$ cat config.mk
export PLATFORM = sky130hd
export DESIGN_NAME = fetch_pc_unit_flat
export DESIGN_NICKNAME = d
export VERILOG_FILES = /design/src/rtl/fetch_pc_if.sv /design/src/rtl/fetch_pc_unit.sv /design/src/flat_wrapper.sv
export SDC_FILE = /design/constraint.sdc
export NUM_CORES = 1
export LEC_CHECK = 0
export ABC_AREA = 1
export CAP_MARGIN = 20
export CORE_ASPECT_RATIO = 1.2
export CORE_UTILIZATION = 43
export CTS_CLUSTER_SIZE = 40
export DETAILED_ROUTE_END_ITERATION = 6
export PLACE_DENSITY = 0.83
export SLEW_MARGIN = 25
export SYNTH_ARGS = -nofsm -noshare
export SYNTH_HDL_FRONTEND = slang
export SYNTH_SLANG_ARGS = --single-unit
export TNS_END_PERCENT = 20
$ cat constraint.sdc
create_clock -name clk -period 2.63 [get_ports clk]
set_input_delay 0.3945 -clock clk [delete_from_list [all_inputs] [get_ports clk]]
set_output_delay 0.3945 -clock clk [all_outputs]
set_load 0.1 [all_outputs]
$ cat src/rtl/fetch_pc_if.sv
// Fetch-PC bus: the pipeline inputs that steer the fetch PC and the outputs that
// the fetch PC unit returns to imem, IF/ID and the branch predictor.
interface fetch_pc_if #(
  parameter int PC_W  = 32,
  parameter int CNT_W = 32
);
  logic             stall;
  logic [PC_W-1:0]  pre_pc;
  logic             ex_valid;
  logic [PC_W-1:0]  ex_pc;
  logic             ex_taken;
  logic [PC_W-1:0]  ex_target;
  logic [PC_W-1:0]  ex_pred_pc;

  logic [PC_W-1:0]  pc;
  logic             fetch_valid;
  logic             flush;
  logic             risk_Ctrl_delay;
  logic [PC_W-1:0]  branch_pc;
  logic [PC_W-1:0]  branch_target;
  logic [CNT_W-1:0] br_count;
  logic [CNT_W-1:0] mp_count;

  modport master (
    input  stall, pre_pc, ex_valid, ex_pc, ex_taken, ex_target, ex_pred_pc,
    output pc, fetch_valid, flush, risk_Ctrl_delay, branch_pc, branch_target,
           br_count, mp_count
  );

  modport slave (
    output stall, pre_pc, ex_valid, ex_pc, ex_taken, ex_target, ex_pred_pc,
    input  pc, fetch_valid, flush, risk_Ctrl_delay, branch_pc, branch_target,
           br_count, mp_count
  );
endinterface

$ cat src/rtl/fetch_pc_unit.sv
// Fetch PC stage: selects next PC (redirect / hold / predicted), raises flush on a
// mispredict, reports the corrected branch to the BHT one cycle later, counts branches.
module fetch_pc_unit #(
  parameter int              PC_W     = 32,
  parameter logic [PC_W-1:0] RESET_PC = {PC_W{1'b0}},
  parameter int              CNT_W    = 32
) (
  input  logic       clk,
  input  logic       rst_n,
  fetch_pc_if.master bus
);

  localparam logic [1:0] ST_BOOT  = 2'd0;
  localparam logic [1:0] ST_RUN   = 2'd1;
  localparam logic [1:0] ST_REDIR = 2'd2;

  logic [1:0]       state_q, state_d;
  logic [PC_W-1:0]  pc_q, pc_d;
  logic             risk_q, risk_d;
  logic [PC_W-1:0]  branch_pc_q, branch_pc_d;
  logic [PC_W-1:0]  branch_target_q, branch_target_d;
  logic [CNT_W-1:0] br_count_q, br_count_d;
  logic [CNT_W-1:0] mp_count_q, mp_count_d;

  logic [PC_W-1:0]  actual_pc_s;
  logic             mispredict_s;
  logic             fetch_valid_s;

  // Resolve the real next PC of the executing branch; BOOT cannot see a legal ex_valid.
  always_comb begin
    actual_pc_s  = bus.ex_pc + PC_W'(4);
    mispredict_s = 1'b0;
    if (bus.ex_taken) begin
      actual_pc_s = bus.ex_target;
    end else begin
      actual_pc_s = bus.ex_pc + PC_W'(4);
    end
    if (bus.ex_valid && (state_q != ST_BOOT)) begin
      mispredict_s = (actual_pc_s != bus.ex_pred_pc);
    end else begin
      mispredict_s = 1'b0;
    end
  end

  // Fetch state sequencing and the fetch_valid qualifier.
  always_comb begin
    state_d       = state_q;
    fetch_valid_s = 1'b0;
    case (state_q)
      ST_BOOT: begin
        fetch_valid_s = 1'b0;
        state_d       = ST_RUN;
      end
      ST_RUN, ST_REDIR: begin
        if (state_q == ST_RUN) begin
          fetch_valid_s = ~bus.stall & ~mispredict_s;
        end else begin
          fetch_valid_s = ~bus.stall;
        end
        if (mispredict_s) begin
          state_d = ST_REDIR;
        end else begin
          state_d = ST_RUN;
        end
      end
      default: begin
        fetch_valid_s = 1'b0;
        state_d       = ST_BOOT;
      end
    endcase
  end

  // Next PC, delayed BHT update and saturating counters.
  always_comb begin
    pc_d            = pc_q;
    risk_d          = mispredict_s;
    branch_pc_d     = branch_pc_q;
    branch_target_d = branch_target_q;
    br_count_d      = br_count_q;
    mp_count_d      = mp_count_q;

    if (mispredict_s) begin
      pc_d            = actual_pc_s;
      branch_pc_d     = bus.ex_pc;
      branch_target_d = actual_pc_s;
    end else if (bus.stall || (state_q == ST_BOOT)) begin
      pc_d = pc_q;
    end else begin
      pc_d = bus.pre_pc;
    end

    if (bus.ex_valid && (br_count_q != {CNT_W{1'b1}})) begin
      br_count_d = br_count_q + CNT_W'(1);
    end else begin
      br_count_d = br_count_q;
    end
    if (mispredict_s && (mp_count_q != {CNT_W{1'b1}})) begin
      mp_count_d = mp_count_q + CNT_W'(1);
    end else begin
      mp_count_d = mp_count_q;
    end
  end

  // State registers; reset discards any pending redirect report.
  always_ff @(posedge clk or negedge rst_n) begin
    if (!rst_n) begin
      state_q         <= ST_BOOT;
      pc_q            <= RESET_PC;
      risk_q          <= 1'b0;
      branch_pc_q     <= {PC_W{1'b0}};
      branch_target_q <= {PC_W{1'b0}};
      br_count_q      <= {CNT_W{1'b0}};
      mp_count_q      <= {CNT_W{1'b0}};
    end else begin
      state_q         <= state_d;
      pc_q            <= pc_d;
      risk_q          <= risk_d;
      branch_pc_q     <= branch_pc_d;
      branch_target_q <= branch_target_d;
      br_count_q      <= br_count_d;
      mp_count_q      <= mp_count_d;
    end
  end

  assign bus.pc              = pc_q;
  assign bus.fetch_valid     = fetch_valid_s;
  assign bus.flush           = mispredict_s;
  assign bus.risk_Ctrl_delay = risk_q;
  assign bus.branch_pc       = branch_pc_q;
  assign bus.branch_target   = branch_target_q;
  assign bus.br_count        = br_count_q;
  assign bus.mp_count        = mp_count_q;

endmodule

$ cat src/flat_wrapper.sv
// flat-port wrapper written by rule: the top's interface ports become plain ports
module fetch_pc_unit_flat 
#(
  parameter int              PC_W     = 32,
  parameter logic [PC_W-1:0] RESET_PC = {PC_W{1'b0}},
  parameter int              CNT_W    = 32
)
  (clk, rst_n, bus_stall, bus_pre_pc, bus_ex_valid, bus_ex_pc, bus_ex_taken, bus_ex_target, bus_ex_pred_pc, bus_pc, bus_fetch_valid, bus_flush, bus_risk_Ctrl_delay, bus_branch_pc, bus_branch_target, bus_br_count, bus_mp_count);
  fetch_pc_if #(.PC_W(PC_W), .CNT_W(CNT_W)) bus_i ();
  input  logic clk;
  input  logic rst_n;
  input wire logic [$bits(bus_i.stall)-1:0] bus_stall;
  input wire logic [$bits(bus_i.pre_pc)-1:0] bus_pre_pc;
  input wire logic [$bits(bus_i.ex_valid)-1:0] bus_ex_valid;
  input wire logic [$bits(bus_i.ex_pc)-1:0] bus_ex_pc;
  input wire logic [$bits(bus_i.ex_taken)-1:0] bus_ex_taken;
  input wire logic [$bits(bus_i.ex_target)-1:0] bus_ex_target;
  input wire logic [$bits(bus_i.ex_pred_pc)-1:0] bus_ex_pred_pc;
  output wire logic [$bits(bus_i.pc)-1:0] bus_pc;
  output wire logic [$bits(bus_i.fetch_valid)-1:0] bus_fetch_valid;
  output wire logic [$bits(bus_i.flush)-1:0] bus_flush;
  output wire logic [$bits(bus_i.risk_Ctrl_delay)-1:0] bus_risk_Ctrl_delay;
  output wire logic [$bits(bus_i.branch_pc)-1:0] bus_branch_pc;
  output wire logic [$bits(bus_i.branch_target)-1:0] bus_branch_target;
  output wire logic [$bits(bus_i.br_count)-1:0] bus_br_count;
  output wire logic [$bits(bus_i.mp_count)-1:0] bus_mp_count;
  assign bus_i.stall = bus_stall;
  assign bus_i.pre_pc = bus_pre_pc;
  assign bus_i.ex_valid = bus_ex_valid;
  assign bus_i.ex_pc = bus_ex_pc;
  assign bus_i.ex_taken = bus_ex_taken;
  assign bus_i.ex_target = bus_ex_target;
  assign bus_i.ex_pred_pc = bus_ex_pred_pc;
  assign bus_pc = bus_i.pc;
  assign bus_fetch_valid = bus_i.fetch_valid;
  assign bus_flush = bus_i.flush;
  assign bus_risk_Ctrl_delay = bus_i.risk_Ctrl_delay;
  assign bus_branch_pc = bus_i.branch_pc;
  assign bus_branch_target = bus_i.branch_target;
  assign bus_br_count = bus_i.br_count;
  assign bus_mp_count = bus_i.mp_count;
  fetch_pc_unit #(.PC_W(PC_W), .RESET_PC(RESET_PC), .CNT_W(CNT_W)) u_core (.clk(clk), .rst_n(rst_n), .bus(bus_i));
endmodule
### Drive-strength map, run 1

Drawn at 2 px/um.
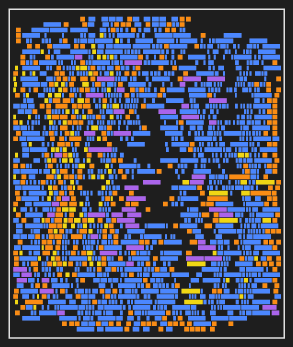
legend:
  orange:
    size: drive 3 to 4
    cells: 347
    share: 20%
    most_used: buf_4
  yellow:
    size: drive 2
    cells: 118
    share: 6.8%
    most_used: nand2_2
  blue:
    size: drive 1 or less
    cells: 1215
    share: 70%
    most_used: nand2_1
  purple:
    size: drive 6 and up
    cells: 50
    share: 2.9%
    most_used: clkbuf_16

### Cells coloured by class, run 1

Drawn at 2 px/um.
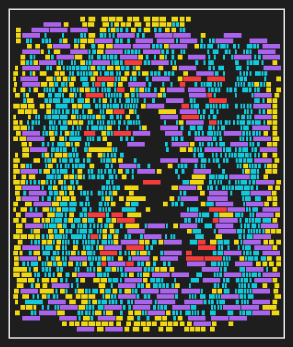
legend:
  purple:
    class: flops
    cells: 163
    share_of_their_area: 29%
  cyan:
    class: all other logic
    cells: 1077
    share_of_their_area: 39%
  red:
    class: clock drivers and dummy loads
    cells: 32
    share_of_their_area: 4.2%
  yellow:
    class: other buffers and delay cells
    cells: 458
    share_of_their_area: 28%
Core Footprint: 21200 um2
final core area utilization: 67.8%
row cnt: 58
sequential fraction of total cell area: 28.5%

==> summary.txt, run 1 <==
Results of an implementation run.

The run finished, with violations left. The checks that failed: negative setup slack. For this run, the register share of the synthesized area comes to 43.6%. TritonCTS reports the number of clock sinks as 163.

The post-layout minimum cycle time is 3.05 ns. The routed wirelength normalized by instance count is 17.1 um. By instance count after routing, the leading logic cell type is sky130_fd_sc_hd__nand2_1. The slowest stage of the critical path belongs to the cell sky130_fd_sc_hd__nand3b_1.

Across the whole layout, multi-input logic makes up 34.6% of the cell area. The hold path depth is 3. Non-clock inverters in the final layout number roughly 130. The count of plain and timing-repair buffers in the layout is 458. The share of total power dissipated in combinational logic is 61.6%. Per report_power, the clock group accounts for ~15% of the total. Summing the areas of all compound-gate instances in the mapped netlist gives about 4.3% of the synthesized area. The final antenna diode tally reported by the flow is 0. In the final layout, flip-flops and latches occupy 4100 um2. After synthesis, the design contains between 1000 and 1500 cells according to Yosys. The sort of element at the start of the critical path is an input port. The count of input and output buffers is 295. The path class of the lowest-slack min-delay path is in -> reg. The starting DRC count in detailed routing is 679. The detailed router put a total of 13400 um of wire on met1. In this run the cell area of the synthesized design comes to roughly 9400 um2.

For reference, the clock transition at the flip-flops on the worst setup and hold paths is 0.08 ns. For this design the ratio of total power to cell area is 1170 nW/um2. Ranked by total cell area, the synthesized netlist is headed by sky130_fd_sc_hd__dfrtp_1 (44%), sky130_fd_sc_hd__nand2_1 (17%), sky130_fd_sc_hd__nand3_1 (9.6%). The global-route usage over all layers is between 30% and 40%. The total area of multi-input combinational cells is 4970 um2. The remaining antenna violation count is 0. The endpoint with the worst hold slack is u_core.bus.branch_pc[3]$_DFFE_PN0N_. After synthesis, the chip area reported by Yosys is about 9400 um2. Summed over all nets, the switching power comes to 9.90 mW.

The worst setup slack after layout is -0.419 ns. The group drawing the most power is combinational cells. For the pin with the worst max-slew slack, the measured transition is about 0.6 ns. The first global-routing pass estimated between 50000 and 60000 um of wire.

In this run the VDD rail shows a maximum IR drop of 1.06 mV. The leakage component of the power was reported as 7.11 nW. Of the total synthesized cell area, the portion taken by AND, OR, NAND and NOR gates is 37.3%. TritonRoute reported its final design rule violation total as 0.

After technology mapping, the gate count stands at approximately 1300. Among cell families on the critical path, the largest total delay comes from simple AND/OR/NAND/NOR gates. The number of nets in the layout is 1856. The initial antenna violation count was 0. The clock group power is 2.52 mW. The dominant combinational cell family by area after synthesis is simple AND/OR/NAND/NOR gates. Once the clock tree was built, the setup fixing pass inserted 12 buffers. The number of pins exceeding their max-slew limit in the final report is 0.

The maximum number of buffers from clock root to sink is 2. All stages included, the depth of the critical timing path comes to 22. After detailed routing, the met2 layer carries 16700 um of wire. The arithmetic-cell share of the synthesized area counting full adders, half adders and majority gates is 0.802%. According to the cell report, flip-flops and latches in the layout number 163. The H-tree was split into 4 levels. In the routed layout, each cell is associated on average with a via count of 5.26. The number of buffers inserted by hold repair at cts is 1.

The cell resize tally after clock tree synthesis is 164. The startpoint of the worst hold path is bus_ex_pc[3]. The worst-case hold slack is 0.175 ns.

The tap cell instance count is between 200 and 300. The cell accounting for the most synthesized area is sky130_fd_sc_hd__dfrtp_1. The layout has 17 clock buffers. The fraction of met1 tracks used by global routing is a little under two fifths. The timing report gives the biggest stage delay along the critical path as 0.18 ns.

The capturing element type of the critical path is a primary output. The share of flip-flops with an asynchronous set or reset is 100%. Warnings reported by Yosys during synthesis add up to 0. The portion of synthesized area spent on multiplexers is 0%. Once the floorplan was initialized, standard cells occupied 44.2% of the core. For reference, XOR and XNOR gates occupy 6.36% of the area reported after synthesis. Ranked by instance count, the synthesized netlist is headed by sky130_fd_sc_hd__nand2_1 (413), sky130_fd_sc_hd__nand3_1 (179), sky130_fd_sc_hd__dfrtp_1 (163), sky130_fd_sc_hd__inv_1 (125), sky130_fd_sc_hd__nor2_1 (100).

Warnings raised by the tools during the run amount to 31. The critical-path maximum fanout is 4. The final timing summary puts the cycle share of the worst path at 116%. For this design the top-level I/O count stands at approximately 300.

The power report lists the sequential group at 3.92 mW. The chip occupies 22400 um2. The OpenROAD report gives the critical path a data arrival time of 2.65 ns. In this run the most used layer during global routing was met2.

The final report lists the setup-violating endpoint count as 2. The finished layout cell area is 14400 um2. Per the layout report, the design carries 1788 filler cells. By area, multi-input combinational cells come first. The number of cells in the finished layout apart from fillers is 2000. The number of nets produced by synthesis is 1421.

The worst setup path category is in -> out. The relative area of clock buffers and inverters in the final design is 4.12%. The combinational gate power is 10.3 mW.

Setup repair after global routing could not meet its margin everywhere. Post-synth the commonest register cell is sky130_fd_sc_hd__dfrtp_1. Non-clock buffering takes up 27.0% of total cell area after layout. In the final layout, the share of cells above drive strength 1 is 29.8%. The part of the total power dissipated in sequential elements is 23.4%.

The number of library cell types mapped by synthesis is 33. Among all cell types in the netlist, the one instantiated most often is sky130_fd_sc_hd__nand2_1. The iteration count recorded for the first detailed-route pass is 5.

The total of flip-flops plus latches after synthesis is 163. At the end of routability-driven placement, the weighted congestion stood at 1.01. The clock tree from TritonCTS is done.

The setup TNS is -0.824 ns. The buffer type at the clock tree root is sky130_fd_sc_hd__clkbuf_16. Summed over all layers, the global routing overflow is 0. Clock tree synthesis inserted a total of 17 buffers. The first element of the critical path is bus_ex_pc[2]. The cell sequence reported for the critical path is buf_8 > ha_4 > nand2_4 > nor2_4 > buf_6 > nand3b_1 > nor2_1 > nand2_1 > nand3_4 > nand2_2 > nand2_2 > nand2_2 > nor2_2 > nand2_1 > nor2_1 > nand3_2 > nand2_4 > inv_16 > nand2_4 > nand2_4 > clkinvlp_4 > buf_12. The worst slew margin relative to its limit is 59.7%. The detailed-route wire length is 34200 um. The hold violation total from the final report is 0.

The worst-case register-to-register setup slack is 0.12 ns. The multi-input logic cell count is 950.
### Layout detail, run 1

Region (22, 110) to (47, 135) um. Cells in grey, sequential cells in the stronger grey; small squares are vias.
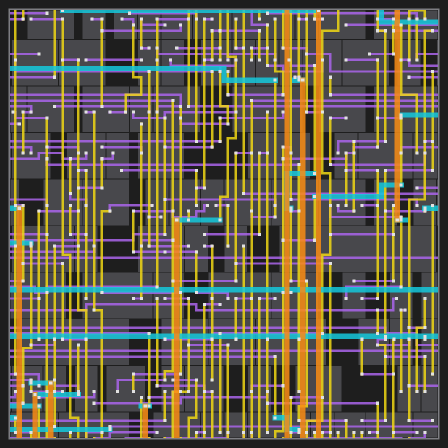
legend:
  cyan:
    layer: met3
  orange:
    layer: met4
  purple:
    layer: met1
  yellow:
    layer: met2
sequential cells in the window: 0
cells with their middle in the window: 87
most frequent: nand2_1 (22), buf_4 (20), inv_1 (9)

--- run 2 (diff from run 1) ---
--- a/config.mk
+++ b/config.mk
@@ -12,6 +12,8 @@
 export CTS_CLUSTER_SIZE = 40
 export DETAILED_ROUTE_END_ITERATION = 6
 export PLACE_DENSITY = 0.83
+export SETUP_SLACK_MARGIN = 0.5
+export SKIP_LAST_GASP = 1
 export SLEW_MARGIN = 25
 export SYNTH_ARGS = -nofsm -noshare
 export SYNTH_HDL_FRONTEND = slang
### Signal wires on met1, run 2

Drawn at 3 px/um.
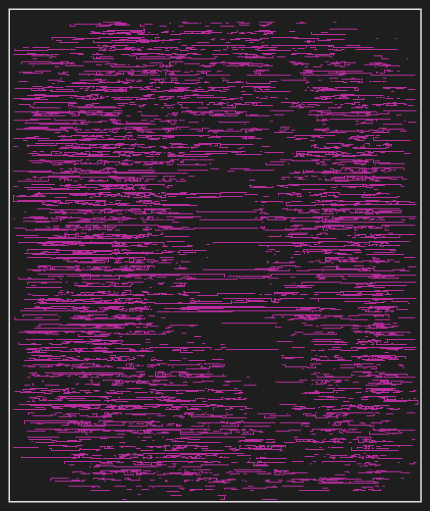
longest straight run: 46.0 um
share of all routed wire: 39%
wire length on this layer: 13400 um
main direction: horizontal
nets with wire on the layer: 1665
met1 usage in global routing: 36.8%
routed wire length: 34500 um
via count: 10600

### Cells coloured by class, run 2

Drawn at 2 px/um.
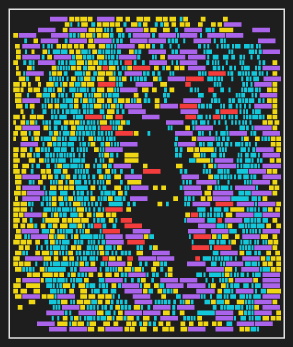
legend:
  red:
    class: clock drivers and dummy loads
    cells: 32
    share_of_their_area: 4.1%
  cyan:
    class: all other logic
    cells: 1077
    share_of_their_area: 39%
  yellow:
    class: other buffers and delay cells
    cells: 492
    share_of_their_area: 29%
  purple:
    class: flops
    cells: 163
    share_of_their_area: 28%
final core area utilization: 70.2%
sequential fraction of total cell area: 27.6%

==> summary.txt, run 2 <==
Results of an implementation run.

The synthesis area per yosys is approximately 9400 um2. The routability-driven placement congestion ratio is 0.962. Yosys printed 0 warnings.

The placeable core area is between 20000 and 25000 um2. Buffers placed on the I/O ports in this run total 295. The clock group power is 2.49 mW. The total area of multi-input combinational cells is 5150 um2. The power share of the clock group is 14.8%. The final setup violation count is 6. Summing the areas of all compound-gate instances in the mapped netlist gives 4.28% of the synthesized area. The clock tree from TritonCTS is done. The tally of clock buffers in the finished layout is 17. The clock edge transition at the registers on the reported setup and hold paths is around 0.080 ns. The maximum number of buffers from clock root to sink is 2. Buffers added to address setup during post-CTS repair amount to 35. In the Yosys report the total cell count is about 1300. The global-route wire length before repair is 52500 um. The critical path's slowest cell is sky130_fd_sc_hd__nor2_4. The library cell used most frequently in the layout, excluding fill and tap cells, is sky130_fd_sc_hd__nand2_1. The first element of the critical path is bus_ex_pc[2]. Clock tree synthesis selected as its root buffer the cell sky130_fd_sc_hd__clkbuf_16. The share of total power dissipated in sequential elements is 23.5%. The floorplan report gives the top-level pin count as 296. The arrival time reported for the critical path endpoint is 2.55 ns. The number of nets produced by synthesis is 1421. The endpoint with the worst hold slack is u_core.bus.branch_pc[3]$_DFFE_PN0N_. The critical-path maximum fanout is 5. The most instantiated flip-flop cell in the synthesis netlist is sky130_fd_sc_hd__dfrtp_1.

The core utilization before placement is roughly 44%. Headroom to the max-slew limit came out at 58.2%. The leakage power total is 7.36 nW. After layout the clock buffers and inverters come to 3.96% of cell area.

The cell depth of the worst setup path is 23. The mux share of post-synthesis cell area is 0%. By instance count, the leading cell after synthesis is sky130_fd_sc_hd__nand2_1. Along the worst hold path, the cell count comes to 4. The power consumed by sequential cells is 3.95 mW. The number of buffers inserted by hold repair at cts is 1.

The kind of cell with the highest combined delay along the critical path is simple AND/OR/NAND/NOR gates. The setup TNS is -1.28 ns. The final timing report gives a worst setup slack of -0.313 ns. Per the CTS log, the maximum H-tree level is 4. The share of the Yosys chip area taken by registers is a little over two fifths.

The maximum vdd ir drop is approximately 1.1 mV. The non-clock buffer share of cell area is 28.2%. The critical path is of the in -> out type. The power density relative to cell area is roughly 1100 nW/um2. After synthesis the netlist holds a flip-flop and latch count of 163.

The checks that failed: negative setup slack. The tap cell instance count is roughly 270. The post-synthesis instance area is 9370 um2.

The number of inserted filler cells in the final layout is around 1600. The count of plain and timing-repair buffers in the layout is 492. Per STA, the worst path is made up of buf_8 > ha_4 > nand2_4 > nor2_4 > nand2_4 > nor2_4 > nand2_1 > nand2_1 > nand2_2 > nand2_4 > nand2_2 > nand2_2 > nand2_2 > nor2_2 > nand2_1 > nor2_2 > nand3_2 > nand2_4 > inv_16 > nand2_4 > nand2_4 > clkinvlp_4 > buf_12.

For flop-to-flop paths, the worst setup slack is between 0.15 and 0.2 ns. Gates resized during post-CTS repair numbered 165. In the finished design, the share of the clock period the worst path needs comes to 112%. The met1 layer wirelength in the final routing is 13400 um.

Synthesis handed over a netlist of 1282 instances. The capturing element type of the critical path is a primary output. In the final report, the number of hold violations comes to 0. Ranked by instance count, the synthesized netlist is headed by sky130_fd_sc_hd__nand2_1 (413), sky130_fd_sc_hd__nand3_1 (179), sky130_fd_sc_hd__dfrtp_1 (163), sky130_fd_sc_hd__inv_1 (125), sky130_fd_sc_hd__nor2_1 (100). For reference, the placement row count at floorplan is roughly 58.

0 antenna diodes ended up in the layout. The portion of total power attributed to combinational logic is 61.7%. Per the detail_route report, DRC violations left total 0. The transition time recorded at the tightest slew-check pin is 0.626 ns. The synthesis report gives the async set-or-reset register share as 100%. The run finished, with violations left.
### Congestion heat map, run 2

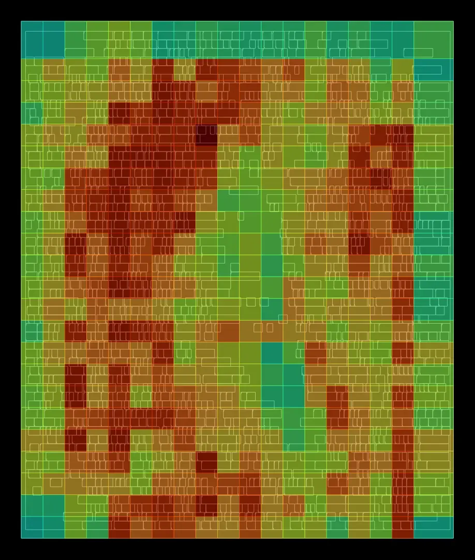
GRT Total Usage: 30.6%
GR Util met3: 6.33%
most congested layer reported by global routing: met2
Routed WL per cell: 17.0 um
global routing met2 resource utilization: 52.0%

--- run 3 (diff from run 2) ---
--- a/config.mk
+++ b/config.mk
@@ -11,6 +11,7 @@
 export CORE_UTILIZATION = 43
 export CTS_CLUSTER_SIZE = 40
 export DETAILED_ROUTE_END_ITERATION = 6
+export GPL_TIMING_DRIVEN = 0
 export PLACE_DENSITY = 0.83
 export SETUP_SLACK_MARGIN = 0.5
 export SKIP_LAST_GASP = 1
### Signal wires on met1, run 3

Drawn at 3 px/um.
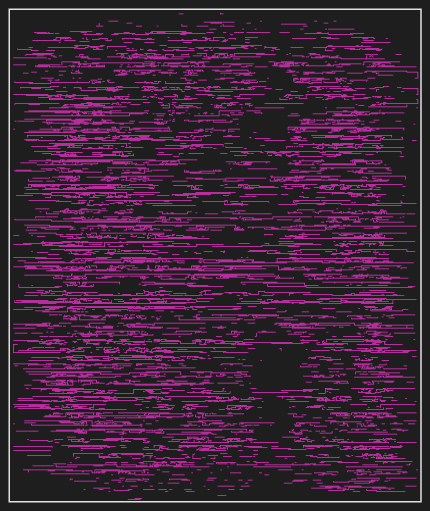
longest straight run: 37.7 um
wire length on this layer: 14000 um

### Congestion heat map, run 3

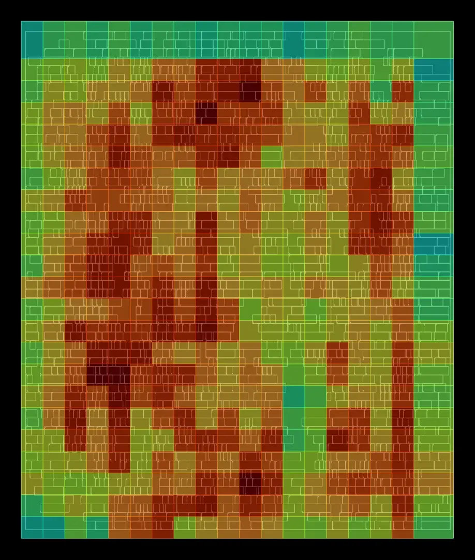
Routed WL per cell: 19.2 um
met1 usage in global routing: 37.7%

==> summary.txt, run 3 <==
Results of an implementation run.

The detailed-route wire length is 37200 um. Counting the buffers created by CTS gives 17. The initial antenna violation count is 1. The met1 layer wirelength in the final routing is approximately 14000 um. The remaining antenna violation count is 0. The flow inserted 270 tap cells. Across every metal layer, demand over resource in global routing totals about 33%. The clock edge transition at the registers on the reported setup and hold paths is 0.08 ns. Once the clock tree was built, the setup fixing pass inserted 19 buffers. In the final layout, the share of cells above drive strength 1 is 21.7%. The worst setup slack after layout is -0.461 ns. Looking at the power breakdown, the clock network takes 13.4% of the total. By area the synthesized netlist is led by sky130_fd_sc_hd__dfrtp_1 (44%), sky130_fd_sc_hd__nand2_1 (17%), sky130_fd_sc_hd__nand3_1 (9.6%).

The area fraction in compound gates after synthesis is 4.28%. Walking the critical path from launch to capture passes 22 cell instances. Of all cell types, the one taking the most synthesized area is sky130_fd_sc_hd__dfrtp_1.

The worst setup path category is in -> out. The layout report lists the combined flip-flop and latch area as 4100 um2. The hold path depth is 3. The startpoint identified for the worst hold timing path is bus_ex_pc[3]. The met3 track utilization from global routing is between 6 and 7%.

The layer with the highest usage is met2. The ratio of routed vias to standard cells is 5.40. The layout report gives the register share of total cell area as 27.2%. The tally of clock buffers in the finished layout is 19.

Of the total power, registers draw 21.9%. The cell count after synthesis came out at around 1300. The total of flip-flops plus latches after synthesis is 163.

The pin closest to its max-slew limit shows a slew of 1.09 ns. The post-layout minimum cycle time is 3.09 ns. Summing all non-filler instances in the final layout gives an area of ~15000 um2. The non-clock inverter instance count of the final layout is 127.

The most instantiated logic cell after routing is sky130_fd_sc_hd__nand2_1. The post-synthesis instance area is 9370 um2. The mux share of post-synthesis cell area is 0%.

In the final layout, the fill cell count is 1659. The checks that failed: negative setup slack. The core utilization before placement is 44.2%.

The number of optimization iterations in the first detailed-route pass is 6. The placeable core area is between 20000 and 25000 um2. After synthesis, the chip area reported by Yosys is 9370 um2. Per the layout area report, the combinational fraction of cell area is 36.0%. STA classifies the critical path endpoint as a primary output.

Setup repair after global routing could not meet its margin everywhere. The clock group power is 2.45 mW. The arithmetic-cell share of the synthesized area counting full adders, half adders and majority gates is 0.802%. The worst register-to-register path has a setup slack of -0.08 ns. The cell sequence reported for the critical path is buf_8 > ha_4 > nand2_4 > nor2_4 > nand3b_1 > inv_2 > nand2_1 > nand3_2 > nand2_2 > nand2_1 > nand2_1 > nor2_1 > nand3_1 > nor2_2 > nand3_4 > nand2_4 > buf_12 > inv_16 > nand2_4 > nand2_4 > clkinvlp_4 > buf_12. Gates resized during post-CTS repair numbered 334.

The cell type taking the most area is multi-input combinational cells. The power report lists the combinational group at 11.8 mW. The chip area is between 20000 and 25000 um2. The worst slew margin relative to its limit is a little over a quarter. The number of warnings in the stage logs is 31. The buffer type at the clock tree root is sky130_fd_sc_hd__clkbuf_16. The layout has roughly 390 buffers outside the clock class.

The detailed router finished its first iteration with 834 violations. The first global-routing pass estimated 55200 um of wire. The I/O pin count is 296. The number of H-tree levels is 4. The cell type group with the largest total delay on the critical path is simple AND/OR/NAND/NOR gates. The longest individual stage delay on the worst path is 0.25 ns. The register share after synthesis is 43.6%. The synthesized netlist devotes between 30% and 40% of its cell area to simple gates.

The longest clock path from root to sink contains 2 buffers. The synth_stat.txt file lists the number of cells as between 1000 and 1500. The final setup violation count is 110.

The number of clock sinks seen by CTS is 163. The clock tree from TritonCTS is done. The relative area of clock buffers and inverters in the final design is 3.78%.

After detailed routing, the met2 layer carries 18400 um of wire. Hold-check failures listed in the final report amount to 0. Yosys reported that registers with async set or reset make up 100%. The detailed-route DRC error count is 0.

The met2 demand-to-capacity share in global routing is 56.4%. The launch point of the critical path was reported as bus_ex_pc[2]. The setup TNS is -11.56 ns. The run finished, with violations left.

The routability-driven placement congestion ratio is 0.982. The worst setup path is launched from an input port. By count the netlist is led by sky130_fd_sc_hd__nand2_1 (413), sky130_fd_sc_hd__nand3_1 (179), sky130_fd_sc_hd__dfrtp_1 (163), sky130_fd_sc_hd__inv_1 (125), sky130_fd_sc_hd__nor2_1 (100).

The commonest register cell is sky130_fd_sc_hd__dfrtp_1. The type recorded for the worst min-delay path is in -> reg. The number of cells in the finished layout apart from fillers is 1931.

Buffers outside the clock tree occupy 27.4% of the routed design's cell area. The site row count is 58. The portion of total power attributed to combinational logic is between 60 and 70%.

Looking at the gate-level netlist, the highest instance count belongs to sky130_fd_sc_hd__nand2_1. The arrival time reported for the critical path endpoint is 2.70 ns. After clock tree synthesis, the flow added hold-fix buffers numbering 1.

The dominant combinational cell family by area after synthesis is simple AND/OR/NAND/NOR gates. The multi-input logic cell count is 950. The number of nets in the layout is 1786. The design has roughly 160 sequential cells.

For this run the aggregate overflow at the end of global routing stands at 0.
### Layout detail, run 3

Region (22, 110) to (47, 135) um. Cells in grey, sequential cells in the stronger grey; small squares are vias.
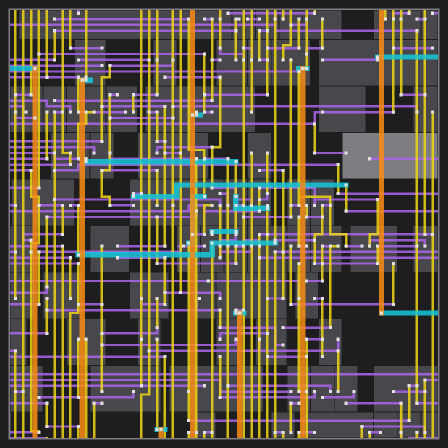
legend:
  cyan:
    layer: met3
  yellow:
    layer: met2
  orange:
    layer: met4
  purple:
    layer: met1
cells with their middle in the window: 68
sequential cells in the window: 1
netlist names of flops here include: `u_core.bus.branch_target` (1)
most frequent: nand2_1 (20), nand2_2 (9), nor2_1 (6)

Power is estimated from default activity; no workload was simulated.
